==> src/rtl/mem_access_unit.sv <==
// -----------------------------------------------------------------------------
// mem_access_unit
//
// Memory-stage access controller sitting directly in front of the word-wide
// data memory (d_mem). Loads are single cycle with a registered, aligned and
// sign/zero-extended result. Word stores go straight through. Byte and
// halfword stores are performed as a read-modify-write: the word is read in
// IDLE while the pipeline is stalled, then the merged word is written in
// RMW_WR.
//
// Optional feature macro: MEM_MISALIGN_CHECK_EN
//   defined   : misaligned requests (odd halfword, unaligned word, size 11)
//               are dropped and flagged with a one-cycle misalign pulse.
//   undefined : no checking; halfwords select their lane with addr[1] only,
//               words ignore addr[1:0], size 11 behaves as a word access.
//
// Ports
//   clk          rising-edge clock (d_mem samples on the falling edge)
//   rst          synchronous active-high reset
//   req_valid    request present
//   req_we       1 = store, 0 = load
//   req_size     00 byte, 01 halfword, 10 word, 11 illegal
//   req_signed   load extension: 1 = sign, 0 = zero
//   req_addr     byte address
//   req_wdata    store data, right-justified
//   stall        requester must hold req_* for one more cycle
//   load_valid   one-cycle pulse, load_data valid
//   load_data    extended load result
//   misalign     one-cycle pulse, request was dropped
//   mem_adr      word address to d_mem (bits [1:0] forced to 0)
//   mem_data_in  write data to d_mem
//   mem_WrEn     write enable to d_mem
//   mem_data_out read data from d_mem
// -----------------------------------------------------------------------------
module mem_access_unit #(
    parameter int ADDR_WIDTH = 32,
    parameter int DATA_WIDTH = 32
) (
    input  logic                  clk,
    input  logic                  rst,
    input  logic                  req_valid,
    input  logic                  req_we,
    input  logic [1:0]            req_size,
    input  logic                  req_signed,
    input  logic [ADDR_WIDTH-1:0] req_addr,
    input  logic [DATA_WIDTH-1:0] req_wdata,
    output logic                  stall,
    output logic                  load_valid,
    output logic [DATA_WIDTH-1:0] load_data,
    output logic                  misalign,
    output logic [ADDR_WIDTH-1:0] mem_adr,
    output logic [DATA_WIDTH-1:0] mem_data_in,
    output logic                  mem_WrEn,
    input  logic [DATA_WIDTH-1:0] mem_data_out
);

    typedef enum logic [0:0] {
        ST_IDLE   = 1'b0,
        ST_RMW_WR = 1'b1
    } state_t;

    state_t                  state_r;
    logic                    load_valid_r;
    logic [DATA_WIDTH-1:0]   load_data_r;
    logic                    misalign_r;
    logic [ADDR_WIDTH-1:0]   rmw_addr_r;
    logic [DATA_WIDTH-1:0]   rmw_data_r;

    logic                    size_word_s;
    logic                    misalign_s;
    logic                    accept_s;
    logic                    load_s;
    logic                    word_store_s;
    logic                    sub_store_s;
    logic [ADDR_WIDTH-1:0]   word_addr_s;

    // Extract the addressed lane of a word and extend it to full width.
    // Halfwords use offs[1] only, so an odd halfword (when unchecked) still
    // maps to a well-defined lane.
    function automatic logic [DATA_WIDTH-1:0] extend_load(
        input logic [DATA_WIDTH-1:0] word,
        input logic [1:0]            offs,
        input logic [1:0]            size,
        input logic                  sgn
    );
        logic [7:0]            b;
        logic [15:0]           h;
        logic [DATA_WIDTH-1:0] r;
        case (offs)
            2'b00:   b = word[7:0];
            2'b01:   b = word[15:8];
            2'b10:   b = word[23:16];
            default: b = word[31:24];
        endcase
        if (offs[1]) begin
            h = word[31:16];
        end else begin
            h = word[15:0];
        end
        case (size)
            2'b00:   r = {{(DATA_WIDTH-8){sgn & b[7]}}, b};
            2'b01:   r = {{(DATA_WIDTH-16){sgn & h[15]}}, h};
            default: r = word;
        endcase
        return r;
    endfunction

    // Replace the addressed lane of the read word with the low bits of wdata.
    function automatic logic [DATA_WIDTH-1:0] merge_store(
        input logic [DATA_WIDTH-1:0] word,
        input logic [1:0]            offs,
        input logic [1:0]            size,
        input logic [DATA_WIDTH-1:0] wdata
    );
        logic [DATA_WIDTH-1:0] r;
        r = word;
        case (size)
            2'b00: begin
                case (offs)
                    2'b00:   r[7:0]   = wdata[7:0];
                    2'b01:   r[15:8]  = wdata[7:0];
                    2'b10:   r[23:16] = wdata[7:0];
                    default: r[31:24] = wdata[7:0];
                endcase
            end
            2'b01: begin
                if (offs[1]) begin
                    r[31:16] = wdata[15:0];
                end else begin
                    r[15:0]  = wdata[15:0];
                end
            end
            default: r = wdata;
        endcase
        return r;
    endfunction

    assign word_addr_s = {req_addr[ADDR_WIDTH-1:2], 2'b00};

    // Request decode: alignment check and classification of the accepted request.
    always_comb begin
        size_word_s = (req_size == 2'b10) || (req_size == 2'b11);
`ifdef MEM_MISALIGN_CHECK_EN
        misalign_s = ((req_size == 2'b01) && req_addr[0])
                  || ((req_size == 2'b10) && (req_addr[1:0] != 2'b00))
                  ||  (req_size == 2'b11);
`else
        misalign_s = 1'b0;
`endif
        // In RMW_WR the held request is the one being completed, so nothing new is accepted.
        accept_s     = (state_r == ST_IDLE) && req_valid && !misalign_s;
        load_s       = accept_s && !req_we;
        word_store_s = accept_s && req_we && size_word_s;
        sub_store_s  = accept_s && req_we && !size_word_s;
    end

    // Memory-side drive: reset overrides everything, RMW_WR replays the merged word.
    always_comb begin
        stall       = 1'b0;
        mem_WrEn    = 1'b0;
        mem_adr     = word_addr_s;
        mem_data_in = req_wdata;
        if (rst) begin
            mem_adr     = {ADDR_WIDTH{1'b0}};
        end else if (state_r == ST_RMW_WR) begin
            mem_adr     = rmw_addr_r;
            mem_data_in = rmw_data_r;
            mem_WrEn    = 1'b1;
        end else begin
            stall       = sub_store_s;
            mem_WrEn    = word_store_s;
        end
    end

    // Control FSM plus registered load result and misalign pulse.
    always_ff @(posedge clk) begin
        if (rst) begin
            state_r      <= ST_IDLE;
            load_valid_r <= 1'b0;
            load_data_r  <= {DATA_WIDTH{1'b0}};
            misalign_r   <= 1'b0;
            rmw_addr_r   <= {ADDR_WIDTH{1'b0}};
            rmw_data_r   <= {DATA_WIDTH{1'b0}};
        end else begin
            load_valid_r <= load_s;
            misalign_r   <= (state_r == ST_IDLE) && req_valid && misalign_s;
            if (load_s) begin
                load_data_r <= extend_load(mem_data_out, req_addr[1:0], req_size, req_signed);
            end else begin
                load_data_r <= load_data_r;
            end
            case (state_r)
                ST_IDLE: begin
                    if (sub_store_s) begin
                        rmw_addr_r <= word_addr_s;
                        rmw_data_r <= merge_store(mem_data_out, req_addr[1:0], req_size, req_wdata);
                        state_r    <= ST_RMW_WR;
                    end else begin
                        state_r    <= ST_IDLE;
                    end
                end
                ST_RMW_WR: begin
                    state_r <= ST_IDLE;
                end
                default: begin
                    state_r <= ST_IDLE;
                end
            endcase
        end
    end

    assign load_valid = load_valid_r;
    assign load_data  = load_data_r;
    assign misalign   = misalign_r;

endmodule

==> config.mk <==
export PLATFORM = sky130hd
export DESIGN_NAME = mem_access_unit
export DESIGN_NICKNAME = d
export VERILOG_FILES = /design/src/rtl/mem_access_unit.sv
export SDC_FILE = /design/constraint.sdc
export NUM_CORES = 1
export LEC_CHECK = 0
export ABC_AREA = 1
export CAP_MARGIN = 20
export CORE_MARGIN = 10
export CORE_UTILIZATION = 46
export DETAILED_ROUTE_END_ITERATION = 10
export GPL_ROUTABILITY_DRIVEN = 0
export PLACE_DENSITY = 0.82
export SLEW_MARGIN = 20
export SYNTH_ARGS = -nofsm -noshare
export SYNTH_HDL_FRONTEND = slang
export SYNTH_SLANG_ARGS = --single-unit
==> constraint.sdc <==
create_clock -name clk -period 1.5 [get_ports clk]
set_input_delay 0.225 -clock clk [delete_from_list [all_inputs] [get_ports clk]]
set_output_delay 0.225 -clock clk [all_outputs]
set_load 0.03 [all_outputs]
Cells coloured by class:
Scale bar: 50 um.
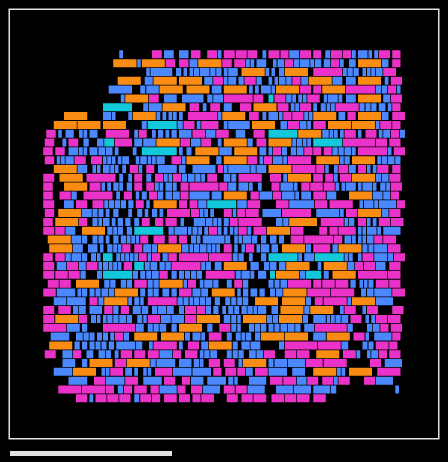
Magenta stands for other buffers and delay cells, cells 326. Blue stands for all other logic, cells 695. Orange stands for flops, cells 96. Cyan stands for clock drivers and dummy loads, cells 16.
cell row count: 40
core footprint: 12200 um2
cell area after layout: 10100 um2
post-layout util: 0.834
sequential portion of the cell area: 0.190

Congestion heat map:
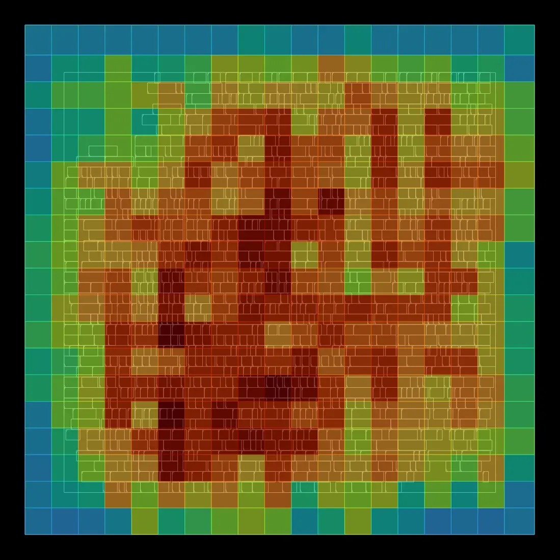
GR met3 Demand/Resource: 0.0678
total global routing track utilization: 0.261

Clock distribution:
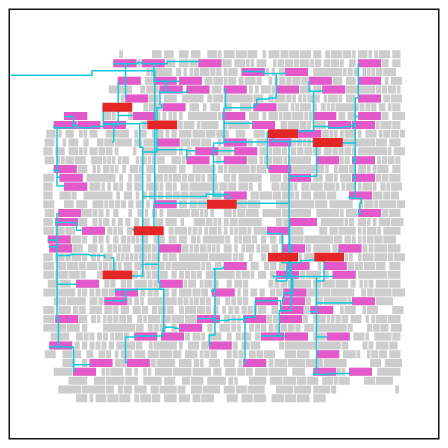
Cyan stands for clock wires, length 1220 um. Magenta stands for flip-flops, count 96. Red stands for cells driving clock nets, count 9.
There are 10 routed clock nets.
Power Clock: 2.41 mW
worst clock skew on the final layout: 0.00889 ns

==> notes.md <==
Status on the layout run. Via count of the first global-routing pass landed at 6799. The share of the Yosys chip area taken by registers is 0.333. Checking hold timing, the worst path is listed with class input pin to flop. Yosys reports a chip area of 5770 um2.

Number of H-tree levels landed at 3. Setup violations remaining at the end of the flow were counted as 148. Remaining number of nets flagged by the antenna check after routing landed at 0. Post-synthesis to final-layout area growth landed at 75.9%. Initial antenna violation count landed at 1.

The floorplan step records an initial core utilization of 0.474. For reference, the critical path is captured by stall. Detailed-placement wirelength estimate landed at 17.3 mm.

Clock tree synthesis inserted a total of 9 buffers. The global routing stage identified its most utilized layer as met2. Number of top-level pins landed at 203. Post-route clock period utilization landed at 1.21.

Setup slack after placement landed at -0.330 ns. Pins over their slew limit in the final report were tallied at 0. For reference, the final report shows the hold violation count at 0. Arrival time at the worst endpoint landed at 1.59 ns. In this run the worst setup path begins at state_r. Summing over the stages, the warning tally comes to 29. The clock drives 96 sinks. Once iteration 0 of detailed routing completed, the report listed 1063 DRC markers. The critical path maximum fanout is 3. Total of warnings raised by yosys landed at 0.

Before antenna repair, the detailed router went through 6 iterations. Number of distinct library cell variants in the gate-level netlist after synthesis landed at 33. The final reports fail on negative setup slack. CTS reports a maximum clock tree buffer depth of 2. Clock latency reported for the late side of the worst-skew pair landed at 0.35 ns.

Setup repair after global routing could not meet its margin everywhere. STA classifies the critical path endpoint as an output port. Total wirelength of the detailed-routed design landed at 28.7 mm. Number of cell instances after yosys synthesis landed at 861. Minimum period implied by the final worst setup slack landed at 1.82 ns. The run finished, with violations left.

Worst setup margin landed at -0.316 ns. Global-route wire length before repair landed at 37.2 mm. Chip height landed at 132 um. The overall die size recorded for this design is 17400 um2. Per-cell routed wire length landed at 22.0 um. Total vias in the final route landed at 7775. Upper clock frequency limit landed at 0.551 GHz.

Total power per unit cell area landed at 762 nW/um2. The report puts the cell count of the worst reg-to-reg path at 10. The top cell type in the final layout, fill and taps aside, is clkdlybuf4s50_1. The placement stage leaves a total instance area of 8490 um2. Per the placement report, the placed cell count is 1247.

STA classifies the critical path startpoint as a flop. Post-route total power landed at 7.73 mW. Number of standard cells in the final layout excluding fillers landed at 1303. Per the timing report, the most critical flop-to-flop path originates at state_r. Average size of a mapped cell landed at 6.70 um2. Adding up every negative setup slack in the final design gives -20.99 ns. TritonCTS built the clock tree. Clock slew at the register clock pins of the worst setup and hold paths landed at 0.07 ns. In the final design database the tool counted 1231 nets. Worst-case register-to-register setup slack landed at -0.20 ns. Maximum number of pins on one net before global-route repair landed at 41. The tree is rooted in a clkbuf_16. Width of the die landed at 132 um.

Max-cap violations in this run came to 0. Largest vdd supply drop landed at 0.000545 V. Met1 track demand over resource in global routing landed at 0.306. Leakage dissipation landed at 4.64 nW. Fraction of layout cells with a size suffix above 1 landed at 0.327.

Global routing met2 resource utilization landed at 0.439. The OpenROAD report gives the critical path a required time of 1.27 ns. In the routed layout, each cell is associated on average with a via count of 5.97. Before any placement, the netlist area is recorded as 5770 um2. The DRC violation total left in the routed layout is recorded as 0.

The worst setup path is of the flop to output port kind. In this run, synthesis produced a sequential element count of 96. The capture point of the worst register-to-register path is recorded as rmw_addr_r[9].

In the layout the commonest cells are 100 x clkdlybuf4s50_1, 98 x buf_4, 95 x nor2_1, 95 x dfxtp_1, 83 x o21ai_0. Instance tally after logic synthesis landed at 861. Recorded from the global router log, the overflow total was 0. Final hold analysis gives a worst-case slack of 0.380 ns. Per the placement log, port buffering inserted 199 buffers.
==> power by group <==
group	total, mW	switching (mW)	internal, mW
sequential	2.81	0.113	2.69
combinational	2.52	1.39	1.13
clock	2.41	1.06	1.35
total	7.73	2.56	5.17
==> worst min-delay path by stage <==
stage	startpoint	endpoint	slack [ns]	cells after the start
after CTS	rst	state_r	0.34	3
after global placement	rmw_addr_r[7]	rmw_addr_r[7]	0.48	2
after detailed placement	rmw_addr_r[5]	rmw_addr_r[5]	0.49	2
after global routing	rst	load_valid	0.40	3
after floorplan	rst	load_valid	0.30	1
final	rst	load_valid	0.38	3
==> flip-flops by register name (all words and copies together), names as in the netlist <==
register and count:
rmw_addr_r 30, load_data 32, rmw_data_r 32, load_valid 1, state_r 1
==> kinds of logic after synthesis <==
family / share of synthesized area
other: 0.000650
buffers and inverters: 0.116
muxes: 0.0351
and+or+nand+nor: 0.189
AOI/OAI and AO/OA: 0.326
DFF: 0.333
==> synthesized netlist by cell type <==
| cell | number | area (um2) |
|---|---|---|
| inv_4 | 1 | 6.26 |
| nand2_1 | 78 | 293 |
| nand4_1 | 8 | 50.1 |
| a31oi_1 | 33 | 206 |
| nor3_4 | 1 | 16.3 |
| nand2_2 | 3 | 18.8 |
| mux2_2 | 18 | 203 |
| buf_2 | 23 | 115 |
| buf_12 | 1 | 20.0 |
| inv_1 | 73 | 274 |
| o21a_1 | 8 | 60.1 |
| nor2_4 | 3 | 33.8 |
| nand3_1 | 16 | 80.1 |
| nand2_4 | 1 | 11.3 |
| dfxtp_1 | 96 | 1920 |
| inv_2 | 4 | 15.0 |
| nor2_1 | 141 | 529 |
| o21ai_1 | 45 | 225 |
| buf_1 | 2 | 7.51 |
| o211ai_1 | 14 | 105 |
| o21bai_1 | 6 | 45.0 |
| buf_4 | 10 | 75.1 |
| conb_1 | 1 | 3.75 |
| nand3_4 | 1 | 17.5 |
| clkbuf_1 | 33 | 124 |
| nand3_2 | 1 | 10.0 |
| o31ai_1 | 1 | 7.51 |
| o21ai_0 | 151 | 756 |
| nor2_8 | 1 | 20.0 |
| a21oi_1 | 72 | 360 |
| buf_6 | 3 | 33.8 |
| or2_2 | 2 | 12.5 |
| o21bai_2 | 10 | 113 |
==> layout make-up <==
type	instances	area, um2
timing repair buffer	326	3560
fill	682	2020
antenna	2	5.00
clock inverter	6	66.3
multi-input combinational	617	3830
clock buffer	10	239
inverter	78	303
sequential	96	1930
tap	168	210
==> timing repair <==
item                                    4_1_cts  5_1_grt
pin swaps                                    10       42
hold buffers                                  0        0
cloned                                        5       21
gates resized                               116      172
endpoints found under the setup margin       99      142
endpoints found under the hold margin         0        0
setup buffers                                 5       10
==> metal layers <==
layer  vias up  routed length (um)
met5         -                   0
met4         0                1880
met3       159                3010
met2       611               13500
met1      3553               10300
li1       3452                   -
==> worst max-delay path, stage by stage, from the launching register on <==
cell and delay (ns):
dfxtp_4 0.38, buf_6 0.13, nor2_4 0.12, nand2_4 0.09
nor2_4 0.17, inv_2 0.09, nor2_4 0.11, buf_6 0.15
Power is estimated from default activity; no workload was simulated.
